### config.mk
export PLATFORM = sky130hd
export DESIGN_NAME = bconv_sequencer
export DESIGN_NICKNAME = d
export VERILOG_FILES = /design/src/rtl/bconv_pkg.sv /design/src/rtl/bconv_window_pe.sv /design/src/rtl/bconv_sequencer.sv
export SDC_FILE = /design/constraint.sdc
export NUM_CORES = 1
export LEC_CHECK = 0
export CORE_AREA = 2 2 95 142
export DETAILED_ROUTE_END_ITERATION = 8
export DIE_AREA = 0 0 97 144
export PLACE_DENSITY = 0.87
export SYNTH_ARGS = -nofsm -noshare
export SYNTH_HDL_FRONTEND = slang
export SYNTH_SLANG_ARGS = --single-unit
### constraint.sdc
create_clock -name clk -period 10.84 [get_ports clk]
set_input_delay 2.71 -clock clk [delete_from_list [all_inputs] [get_ports clk]]
set_output_delay 2.71 -clock clk [all_outputs]
set_load 0.01 [all_outputs]
### src/rtl/bconv_pkg.sv
// Shared types and sizing helpers for the binary 3x3 convolution sequencer.
package bconv_pkg;

  typedef enum logic [2:0] {
    IDLE,
    REQ,
    WAIT,
    COMPUTE,
    WRITE,
    DONE
  } state_t;

  function automatic int out_dim(input int in_dim, input int k_dim);
    return in_dim - k_dim + 1;
  endfunction

  function automatic int pop_width(input int n_bits);
    return $clog2(n_bits + 1);
  endfunction

  // Index width that stays legal for single-entry ranges.
  function automatic int idx_width(input int n);
    return (n <= 1) ? 1 : $clog2(n);
  endfunction

  // Kernel and window bits are packed row-major: bit i*K_W+j is (row i, col j).
  function automatic int kernel_bit(input int i, input int j, input int k_w);
    return i * k_w + j;
  endfunction

endpackage

### src/rtl/bconv_window_pe.sv
// XNOR / popcount / threshold for one K_H x K_W binary window.
module bconv_window_pe
  import bconv_pkg::*;
#(
  parameter int K_H    = 3,
  parameter int K_W    = 3,
  parameter int THRESH = (K_H * K_W + 1) / 2
) (
  input  logic [K_H*K_W-1:0] window,
  input  logic [K_H*K_W-1:0] kernel,
  output logic               out_bit
);

  localparam int NB = K_H * K_W;
  localparam int PW = pop_width(NB);

  logic [NB-1:0] match;
  logic [PW-1:0] pop;

  assign match = ~(window ^ kernel);

  // NOTE: combinational accumulation uses blocking '=' so each iteration sees the previous sum.
  always_comb begin
    pop = '0;
    for (int b = 0; b < NB; b++) begin
      pop = pop + PW'(match[b]);
    end
  end

  assign out_bit = (pop >= PW'(THRESH));

endmodule

### src/rtl/bconv_sequencer.sv
// Row-streaming controller for one binary convolution layer pass.
// Optional stall counter on perf_stall is built only when BCONV_PERF_EN is defined.
module bconv_sequencer
  import bconv_pkg::*;
#(
  parameter int INPUT_H = 28,
  parameter int INPUT_W = 28,
  parameter int K_H     = 3,
  parameter int K_W     = 3,
  parameter int THRESH  = (K_H * K_W + 1) / 2
) (
  input  logic                                  clk,
  input  logic                                  rst,
  input  logic                                  start,
  input  logic [K_H*K_W-1:0]                    kernel_i,
  output logic                                  busy,
  output logic                                  done,
  output logic                                  rd_req,
  output logic [idx_width(INPUT_H)-1:0]         rd_row,
  input  logic                                  rd_valid,
  input  logic [INPUT_W-1:0]                    rd_data,
  output logic                                  wr_valid,
  input  logic                                  wr_ready,
  output logic [idx_width(INPUT_H-K_H+1)-1:0]   wr_row,
  output logic [INPUT_W-K_W:0]                  wr_data,
  output logic [15:0]                           perf_stall
);

  localparam int OUTPUT_H = out_dim(INPUT_H, K_H);
  localparam int OUTPUT_W = out_dim(INPUT_W, K_W);
  localparam int NK       = K_H * K_W;
  localparam int RW       = idx_width(INPUT_H);
  localparam int OHW      = idx_width(OUTPUT_H);
  localparam int CW       = idx_width(OUTPUT_W);
  localparam int LW       = $clog2(INPUT_H + 1);

  state_t               state, state_nxt;
  logic [INPUT_W-1:0]   lb    [K_H];
  logic [INPUT_W-1:0]   lb_sh [K_H];
  logic [NK-1:0]        kernel_q;
  logic [NK-1:0]        window;
  logic [LW-1:0]        in_cnt;   // input rows fetched since start
  logic [CW-1:0]        col;
  logic                 pe_bit;

  logic start_acc, rd_take, wr_fire, fill_more, last_row, last_col;

  assign start_acc = (state == IDLE) && start;
  assign rd_take   = (state == WAIT) && rd_valid;
  assign wr_fire   = (state == WRITE) && wr_ready;
  assign fill_more = (in_cnt < LW'(K_H - 1));
  assign last_row  = (wr_row == OHW'(OUTPUT_H - 1));
  assign last_col  = (col == CW'(OUTPUT_W - 1));

  always_ff @(posedge clk) begin
    if (rst) state <= IDLE;
    else     state <= state_nxt;
  end

  // NOTE: state_nxt defaults to state first so no path through the case leaves it unassigned (no latch).
  always_comb begin
    state_nxt = state;
    unique case (state)
      IDLE:    if (start) state_nxt = REQ;
      REQ:     state_nxt = WAIT;
      WAIT:    if (rd_valid) state_nxt = fill_more ? REQ : COMPUTE;
      COMPUTE: if (last_col) state_nxt = WRITE;
      WRITE:   if (wr_ready) state_nxt = last_row ? DONE : REQ;
      DONE:    state_nxt = IDLE;
      default: state_nxt = IDLE;
    endcase
  end

  // NOTE: sequential state is updated with '<=' so every register samples pre-edge values.
  always_ff @(posedge clk) begin
    if (rst) begin
      kernel_q <= '0;
      in_cnt   <= '0;
      col      <= '0;
      wr_row   <= '0;
      wr_data  <= '0;
    end else begin
      if (start_acc) begin
        kernel_q <= kernel_i;
        in_cnt   <= '0;
        col      <= '0;
        wr_row   <= '0;
      end
      if (rd_take) begin
        in_cnt <= in_cnt + LW'(1);
        col    <= '0;
      end
      if (state == COMPUTE) begin
        wr_data[col] <= pe_bit;
        col          <= col + CW'(1);
      end
      if (wr_fire && !last_row) wr_row <= wr_row + OHW'(1);
    end
  end

  // NOTE: the line buffer is pure data storage refilled every pass, so it carries no reset.
  always_ff @(posedge clk) begin
    if (rd_take) begin
      for (int k = 0; k < K_H - 1; k++) lb[k] <= lb[k+1];
      lb[K_H-1] <= rd_data;
    end
  end

  always_comb begin
    window = '0;
    for (int i = 0; i < K_H; i++) begin
      lb_sh[i] = lb[i] >> col;
      for (int j = 0; j < K_W; j++) window[kernel_bit(i, j, K_W)] = lb_sh[i][j];
    end
  end

  bconv_window_pe #(
    .K_H    (K_H),
    .K_W    (K_W),
    .THRESH (THRESH)
  ) u_pe (
    .window  (window),
    .kernel  (kernel_q),
    .out_bit (pe_bit)
  );

  assign busy     = (state == REQ) || (state == WAIT) || (state == COMPUTE) || (state == WRITE);
  assign done     = (state == DONE);
  assign rd_req   = (state == REQ);
  assign wr_valid = (state == WRITE);
  assign rd_row   = in_cnt[RW-1:0];

`ifdef BCONV_PERF_EN
  logic [15:0] stall_cnt;

  always_ff @(posedge clk) begin
    if (rst) begin
      stall_cnt <= '0;
    end else if (start_acc) begin
      stall_cnt <= '0;
    end else if (((state == WAIT) || ((state == WRITE) && !wr_ready)) && (stall_cnt != 16'hFFFF)) begin
      stall_cnt <= stall_cnt + 16'd1;
    end
  end

  assign perf_stall = stall_cnt;
`else
  assign perf_stall = '0;
`endif

endmodule

==> run_1/zoom.png <==
Window x 36 to 61, y 31 to 56 µm. Cells in gray, sequential cells in the stronger gray; small squares are vias.
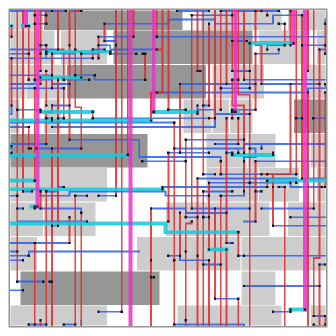
Key: met3 = cyan; met4 = magenta; met2 = red; met1 = blue
Sequential cells in the window: 5. Netlist names of flops here include lb (5). 33 logic cells have their middle in the window. Most frequent: mux2_2 (6), mux4_2 (5), edfxtp_1 (5).

==> run_1/pins.png <==
Scale: 3 px per µm. Pins as bars across the die edge, other pins in gray.
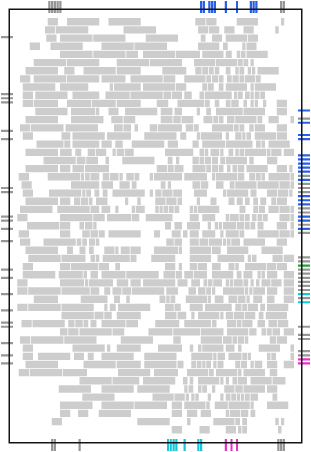
Key: kernel_i = cyan [pins 9, direction input, edge 7 bottom, 2 right]; wr_data = blue [pins 26, direction output, edge 16 right, 10 top]; wr_row = magenta [pins 5, direction output, edge 3 bottom, 2 right]; done = green [pins 1, direction output, edge right]

==> results.json, run 1 <==
{
  "status": "finished clean",
  "ys_async_sr_fraction_pct": 0,
  "critical_path.top_delay_family": "adder cells",
  "antenna_found_initial": 0,
  "cp_num_buf_inv": 4,
  "ctsResizeCount": 0,
  "nFillCells": 918,
  "path_common_cell": "fa_1",
  "required_ns": 11.12,
  "yosysChipArea_um2": 7505,
  "grt_pass1_wl_um": 30710,
  "numCtsBuffers": 17,
  "grt_max_degree": 94,
  "gp_congestion": 0.9357,
  "synth-seq-cells": 137,
  "yosys.area.top_type": "edfxtp_1",
  "setup_viol": 0,
  "rsz0062_at_grt": "no",
  "common_cells": "84 x edfxtp_1, 53 x dfxtp_1, 49 x nor2_1, 47 x nand2_1, 46 x nor3_1",
  "critPathKind": "reg2reg",
  "insertion_delay_ns": 0.42,
  "core_area_um2": 12830
}
==> run_1/gate_families.png <==
Scale: 2 px per µm.
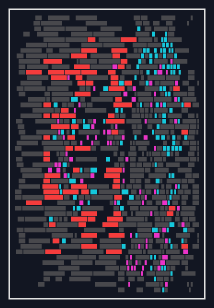
Key: NOR gates = cyan [cells 123]; multiplexers = red [cells 77]; NAND gates = magenta [cells 82]

==> run_1/final_congestion.png <==
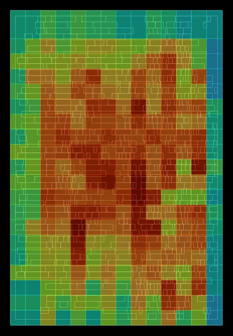
met2 Track Usage GR: 52.45%
M1 GR Usage: 29.94%

[run 1: cells in the final DEF (no fill, tap or decap), types with 4 or more instances in the layout]
cell,n
nor2b_1,12
conb_1,16
xnor2_1,6
a21oi_1,35
o22ai_1,4
clkinvlp_4,4
nand2_1,47
nand3_1,18
ha_1,13
nor3b_1,4
nor3_1,46
a211oi_1,6
dfxtp_1,50
a221oi_1,4
nand2b_1,6
fa_1,5
mux4_2,31
o21ai_0,8
nor3_2,4
mux2i_1,21
a2111oi_0,4
nor4_1,5
buf_4,7
clkdlybuf4s50_1,81
xor2_1,5
a22oi_1,10
edfxtp_1,84
nor2_1,49
a31oi_1,17
clkbuf_16,17
mux2_2,20
inv_1,14
nand3b_1,5
nand4_1,4
mux4_1,5
[run 1: sequential cells by signal (all words and copies together) (netlist names)]
| register | flops |
|---|---|
| wr_data | 26 |
| col | 5 |
| kernel_q | 9 |
| state | 3 |
| rd_row | 5 |
| wr_row | 5 |
| lb | 84 |
[run 1: worst register-to-register path, delay by kind of cell, from the launching register on]
family,cells,cell delay (ns)
flip-flops,1,0.31
AND/OR/NAND/NOR,2,0.35
XOR/XNOR,2,0.34
adder cells (fa/ha/maj),6,2.44
buffers and inverters,4,1.08
multiplexers,1,0.69
AND-OR/OR-AND,3,0.55
[run 1: area by class of cell]
type / count / share of cell area [%]
clock buffers: 18 / 4.885
repair buffers: 88 / 9.826
clock inverters: 14 / 1.396
well taps: 159 / 2.264
multi-input cells: 452 / 40.20
inverters: 14 / 0.5981
flip-flops and latches: 137 / 40.83
[run 1: kinds of logic after synthesis]
logic type,Yosys count,share of synthesized area [%]
AOI/OAI and AO/OA,113,10.04
xor gates and xnor gates,11,1.284
adders and majority gates,18,3.501
buffers and inverters,78,6.002
DFF,137,47.75
muxes,77,16.86
other,1,0.04997
and+or+nand+nor,217,14.52
[run 1: power breakdown]
group	leakage, nW	internal, W	total, W	switching, W
Sequential	1.19	0.000589	0.000620	0.0000305
Clock	0.253	0.000315	0.000543	0.000228
Combinational	1.41	0.000155	0.000404	0.000250
[run 1: worst paths after layout]
kind / start / end / slack [ns] / cells past startpoint
worst max-delay path: col[0]$_SDFFE_PP0P_ / wr_data[10]$_SDFFE_PP0P_ / 4.95 / 18
worst min-delay path: lb[0][57]$_DFFE_PP_ / lb[0][29]$_DFFE_PP_ / 0.46 / 0
worst max register to register: col[0]$_SDFFE_PP0P_ / wr_data[10]$_SDFFE_PP0P_ / 4.95 / 18
worst min register to register: lb[0][57]$_DFFE_PP_ / lb[0][29]$_DFFE_PP_ / 0.46 / 0
[run 1: layer usage]
| metal | GRT usage (%) | part of all wire [%] | vias up |
|---|---|---|---|
| li1 | - | - | 2576 |
| met1 | 29.94 | 34 | 2843 |
| met2 | 52.45 | 53 | 343 |
| met3 | 5.462 | 6.4 | 82 |
| met4 | 18.83 | 6.2 | 0 |
| met5 | 0 | 0 | - |
--- run 2 (diff from run 1) ---
--- a/config.mk
+++ b/config.mk
@@ -5,10 +5,10 @@
 export SDC_FILE = /design/constraint.sdc
 export NUM_CORES = 1
 export LEC_CHECK = 0
-export CORE_AREA = 2 2 95 142
+export CORE_AREA = 2 2 98 147
 export DETAILED_ROUTE_END_ITERATION = 8
-export DIE_AREA = 0 0 97 144
-export PLACE_DENSITY = 0.87
+export DIE_AREA = 0 0 100 149
+export PLACE_DENSITY = 0.83
 export SYNTH_ARGS = -nofsm -noshare
 export SYNTH_HDL_FRONTEND = slang
 export SYNTH_SLANG_ARGS = --single-unit
==> constraint.sdc (replaced) <==
create_clock -name clk -period 5.5 [get_ports clk]
set_input_delay 1.375 -clock clk [delete_from_list [all_inputs] [get_ports clk]]
set_output_delay 1.375 -clock clk [all_outputs]
set_load 0.01 [all_outputs]
==> run_2/pins.png <==
Scale: 3 px per µm. Pins as bars across the die edge, other pins in gray.
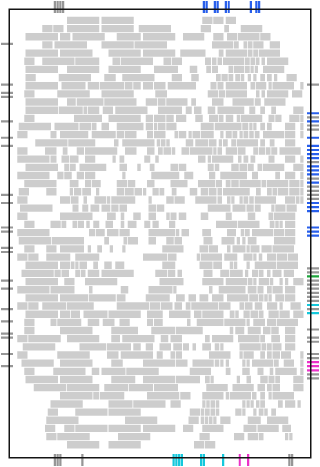
Key: kernel_i = cyan [pins 9, direction input, edge 7 bottom, 2 right]; done = green [pins 1, direction output, edge right]; wr_data = blue [pins 26, direction output, edge 17 right, 9 top]; wr_row = magenta [pins 5, direction output, edge 3 right, 2 bottom]
All pins by edge: 49 right, 21 left, 15 bottom, 13 top.
die width: 100 µm
port buffer count: 81
die extent in y: 149 µm

==> run 2 against run 1 <==
Effect of this change:
- wire length rose by 7.8%
- critical endpoint is now wr_data[22]$_SDFFE_PP0P_
- hold slack about the same
- clock-buffer cell count is 1 lower
- largest power group unchanged
- power increased by 120%
==> results.json, run 2 <==
{
  "internal_power_w": 0.002290,
  "p_comb_share_pct": 29.9,
  "grt_max_degree": 68,
  "min_to": "lb[0][0]$_DFFE_PP_",
  "antenna_found_initial": 0,
  "min_path_cells": 0,
  "numCtsBuffers": 17,
  "status": "finished clean",
  "rsz0062_at_grt": "no",
  "p_switching_w": 0.001117,
  "grt_pass1_wl_um": 32500,
  "rr_worst_depth": 20,
  "common_cells": "84 x edfxtp_1, 53 x dfxtp_1, 49 x nor2_1, 47 x nand2_1, 46 x nor3_1",
  "insertion_delay_ns": 0.43,
  "critPathKind": "reg2reg",
  "regToRegSetupSlack_ns": 0.23,
  "yosysChipArea_um2": 7505,
  "reg_top3": "lb x84, wr_data x26, kernel_q x9",
  "final_cell_mix": "84 x edfxtp_1, 81 x clkdlybuf4s50_1, 50 x dfxtp_1",
  "regMostFlops": "lb",
  "synth-seq-cells": 137,
  "path_common_cell": "fa_1",
  "core_area_um2": 13790
}
==> run_2/registers.png <==
Scale: 2 px per µm. Other sequential cells in the stronger gray, the rest of the logic in the fainter gray.
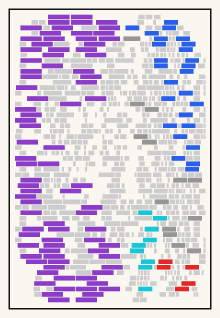
Key: kernel_q = cyan [flops 9]; lb = purple [flops 84]; wr_row = red [flops 5, where lower right]; wr_data = blue [flops 26, where upper right]
Another 13 sequential cells are not colored.
Seq. pwr: 0.00123 W
final core utilization: 67.23%
register area: 3590 µm²
register share of the cell area: 38.71%

## run 2: cell counts after synthesis
Identical to the previous run, type by type.
## run 2: cell families (layout without fill, tap and decap cells)
logic type	count (synthesis)	count (layout)	share of synthesized area, %
AND/OR/NAND/NOR	217	217	14.52
other	1	16	0.04997
multiplexers	77	77	16.86
adder cells (fa/ha/maj)	18	18	3.501
buffers and inverters	78	180	6.002
AND-OR/OR-AND	113	113	10.04
XOR/XNOR	11	11	1.284
flip-flops	137	137	47.75
## run 2: worst max-delay path by stage
stage	cells past startpoint	end	slack (ns)	from
2_1_floorplan	19	wr_data[13]$_SDFFE_PP0P_	0.23	col[0]$_SDFFE_PP0P_
3_3_place_gp	19	wr_data[13]$_SDFFE_PP0P_	0.25	col[0]$_SDFFE_PP0P_
3_5_place_dp	19	wr_data[20]$_SDFFE_PP0P_	0.06	col[0]$_SDFFE_PP0P_
4_1_cts	19	wr_data[20]$_SDFFE_PP0P_	0.06	col[0]$_SDFFE_PP0P_
5_1_grt	20	wr_data[4]$_SDFFE_PP0P_	0.04	col[0]$_SDFFE_PP0P_
6_report	20	wr_data[22]$_SDFFE_PP0P_	0.23	col[1]$_SDFFE_PP0P_
## run 2: power groups by stage
| stage | Combinational, W | Sequential [W] | Clock (W) |
|---|---|---|---|
| after floorplan | 0.000604 | 0.00122 | 0 |
| after global placement | 0.000933 | 0.00124 | 0 |
| after detailed placement | 0.000990 | 0.00125 | 0 |
| after CTS | 0.000993 | 0.00122 | 0.00117 |
| after global routing | 0.00111 | 0.00123 | 0.00122 |
| final | 0.00102 | 0.00123 | 0.00116 |
## run 2: layer usage
| layer | vias to the layer above | wire, µm | global-route usage, % |
|---|---|---|---|
| met5 | - | 0 | 0 |
| met4 | 0 | 1161 | 16.23 |
| met3 | 69 | 977 | 4.592 |
| met2 | 279 | 11590 | 54.39 |
| met1 | 2949 | 7374 | 30.75 |
| li1 | 2683 | - | - |
## run 2: what timing repair did
item | CTS | global route
resized | 0 | 9
endpoints found under the setup margin | 0 | 26
setup buffers | 0 | 3
## run 2: through the flow
| stage | area (µm²) | instances |
|---|---|---|
| 3_5_place_dp | 8613 | 899 |
| 5_1_grt | 9273 | 934 |
| 4_1_cts | 9215 | 931 |
| 6_report | 9273 | 934 |
| 3_3_place_gp | 8613 | 899 |
| 2_1_floorplan | 7561 | 667 |
## run 2: layout make-up
cell class / instances / area, µm²
fill: 1060 / 4521
sequential: 137 / 3590
multi-input combinational: 452 / 3560
timing repair buffer: 134 / 1262
clock buffer: 17 / 425.4
tap: 165 / 206.4
clock inverter: 15 / 176.4
inverter: 14 / 52.55
--- run 3 (diff from run 2) ---
--- a/config.mk
+++ b/config.mk
@@ -6,6 +6,7 @@
 export NUM_CORES = 1
 export LEC_CHECK = 0
 export CORE_AREA = 2 2 98 147
+export CTS_CLUSTER_SIZE = 16
 export DETAILED_ROUTE_END_ITERATION = 8
 export DIE_AREA = 0 0 100 149
 export PLACE_DENSITY = 0.83
==> run_3/final_congestion.png <==
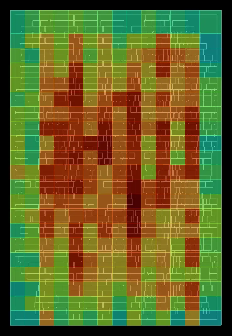
M1 GR Usage: 30.75%
Most Crowded Layer GR: met2
Avg WL per Cell: 22.59 µm
met2 Track Usage GR: 54.39%
met3 usage: 4.592%

==> run 3 against run 2 <==
Effect of this change:
- synthesized cell count unchanged
- sequential power about the same
- highest routed layer unchanged
- clock-buffer cell count unchanged
- utilization unchanged
- via count unchanged
- clock power about the same
- global-route usage unchanged
- non-clock buffer count unchanged
- hold slack unchanged
- combinational power about the same
- worst setup slack unchanged
==> results.json, run 3 <==
{
  "top_area_share_pct": 33.61,
  "yosys.area.top_type": "edfxtp_1",
  "regMostFlops": "lb",
  "p_total_w": 0.003407,
  "hold_slack_ns": 0.4615,
  "grt_max_degree": 68,
  "p_comb_share_pct": 29.9,
  "yosysChipArea_um2": 7505,
  "power_frac_seq_pct": 36.0,
  "status": "finished clean",
  "largest_reg_flops": 84,
  "r2r-start": "col[1]$_SDFFE_PP0P_",
  "min_to": "lb[0][0]$_DFFE_PP_",
  "synth-seq-cells": 137,
  "min_path_cells": 0,
  "synthToLayoutAreaGrowth_pct": 23.56,
  "layout_top_cell": "edfxtp_1",
  "required_ns": 5.80,
  "numCtsBuffers": 17,
  "final_cell_mix": "84 x edfxtp_1, 81 x clkdlybuf4s50_1, 50 x dfxtp_1",
  "die-width_um": 100,
  "grt_pass1_wl_um": 32500,
  "critical_path.top_delay_family": "adder cells",
  "common_cells": "84 x edfxtp_1, 53 x dfxtp_1, 49 x nor2_1, 47 x nand2_1, 46 x nor3_1",
  "rsz0062_at_grt": "no",
  "r2r_end": "wr_data[22]$_SDFFE_PP0P_",
  "reg_top3": "lb x84, wr_data x26, kernel_q x9",
  "core_area_um2": 13790,
  "antenna_found_initial": 0,
  "regToRegSetupSlack_ns": 0.23,
  "internal_power_w": 0.002290,
  "p_switching_w": 0.001117,
  "clkPwrFrac_pct": 34.1,
  "gp_congestion": 0.9583,
  "power_switching_share_pct": 32.78,
  "cp_num_buf_inv": 5,
  "path_common_cell": "fa_1",
  "io_buffer_count": 81,
  "setup_viol": 0,
  "power.density_nw_per_um2": 367.4,
  "insertion_delay_ns": 0.43,
  "die_h_um": 149,
  "critPathKind": "reg2reg",
  "ys_async_sr_fraction_pct": 0,
  "rr_worst_depth": 20
}
==> run_3/registers.png <==
Scale: 2 px per µm. Other sequential cells in the stronger gray, the rest of the logic in the fainter gray.
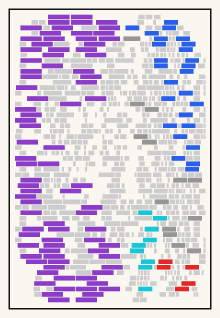
Key: kernel_q = cyan [flops 9]; wr_row = red [flops 5, where lower right]; lb = purple [flops 84]; wr_data = blue [flops 26, where upper right]
Another 13 sequential cells are not colored.

==> run 3: cell counts in the layout (fill, tap and decap cells not counted) <==
Identical to the previous run, type by type.
==> run 3: area by class of cell <==
class                      instances  area, µm²
fill                            1060       4521
sequential                       137       3590
multi-input combinational        452       3560
timing repair buffer             134       1262
clock buffer                      17      425.4
tap                              165      206.4
clock inverter                    15      176.4
inverter                          14      52.55
==> run 3: cells by family after synthesis <==
group | count (synthesis) | synth area share (%)
AND/OR/NAND/NOR | 217 | 14.52
flip-flops | 137 | 47.75
AND-OR/OR-AND | 113 | 10.04
buffers and inverters | 78 | 6.002
multiplexers | 77 | 16.86
adder cells (fa/ha/maj) | 18 | 3.501
XOR/XNOR | 11 | 1.284
other | 1 | 0.04997
==> run 3: worst max path at each step <==
stage,start,endpoint,slack [ns],cells after the start
floorplan,col[0]$_SDFFE_PP0P_,wr_data[13]$_SDFFE_PP0P_,0.23,19
global placement,col[0]$_SDFFE_PP0P_,wr_data[13]$_SDFFE_PP0P_,0.25,19
detailed placement,col[0]$_SDFFE_PP0P_,wr_data[20]$_SDFFE_PP0P_,0.06,19
CTS,col[0]$_SDFFE_PP0P_,wr_data[20]$_SDFFE_PP0P_,0.06,19
global route,col[0]$_SDFFE_PP0P_,wr_data[4]$_SDFFE_PP0P_,0.04,20
finish,col[1]$_SDFFE_PP0P_,wr_data[22]$_SDFFE_PP0P_,0.23,20
==> run 3: power groups by stage <==
stage | clock network, W | logic (W) | registers [W]
finish | 0.00116 | 0.00102 | 0.00123
floorplan | 0 | 0.000604 | 0.00122
global route | 0.00122 | 0.00111 | 0.00123
global placement | 0 | 0.000933 | 0.00124
CTS | 0.00117 | 0.000993 | 0.00122
detailed placement | 0 | 0.000990 | 0.00125
==> run 3: routing by layer <==
| layer | vias to the layer above | part of all wire (%) | wire, µm | global-route usage, % |
|---|---|---|---|---|
| met1 | 2949 | 35 | 7374 | 30.75 |
| met2 | 279 | 55 | 11590 | 54.39 |
| met3 | 69 | 4.6 | 977 | 4.592 |
| met4 | 0 | 5.5 | 1161 | 16.23 |
| met5 | - | 0 | 0 | 0 |
| li1 | 2683 | - | - | - |
==> run 3: repair_timing <==
| action | in CTS | in global routing |
|---|---|---|
| buffers inserted | 0 | 3 |
| endpoints found under the setup margin | 0 | 26 |
| gates resized | 0 | 9 |
==> run 3: worst register-to-register path: cells and delay by family (launching register included) <==
family / cells / cell delay [ns]
AND-OR/OR-AND: 3 / 0.59
XOR/XNOR: 2 / 0.31
adder cells (fa/ha/maj): 6 / 2.42
buffers and inverters: 5 / 0.67
flip-flops: 1 / 0.45
multiplexers: 1 / 0.35
AND/OR/NAND/NOR: 3 / 0.36
==> run 3: per-stage QoR <==
| stage | utilization (%) | instances | area [µm²] |
|---|---|---|---|
| final | 67.23 | 934 | 9273 |
| after global routing | 67.23 | 934 | 9273 |
| after CTS | 66.81 | 931 | 9215 |
| after detailed placement | 62.45 | 899 | 8613 |
| after global placement | 62.45 | 899 | 8613 |
| after floorplan | - | 667 | 7561 |
Power and IR drop assume default switching activity.
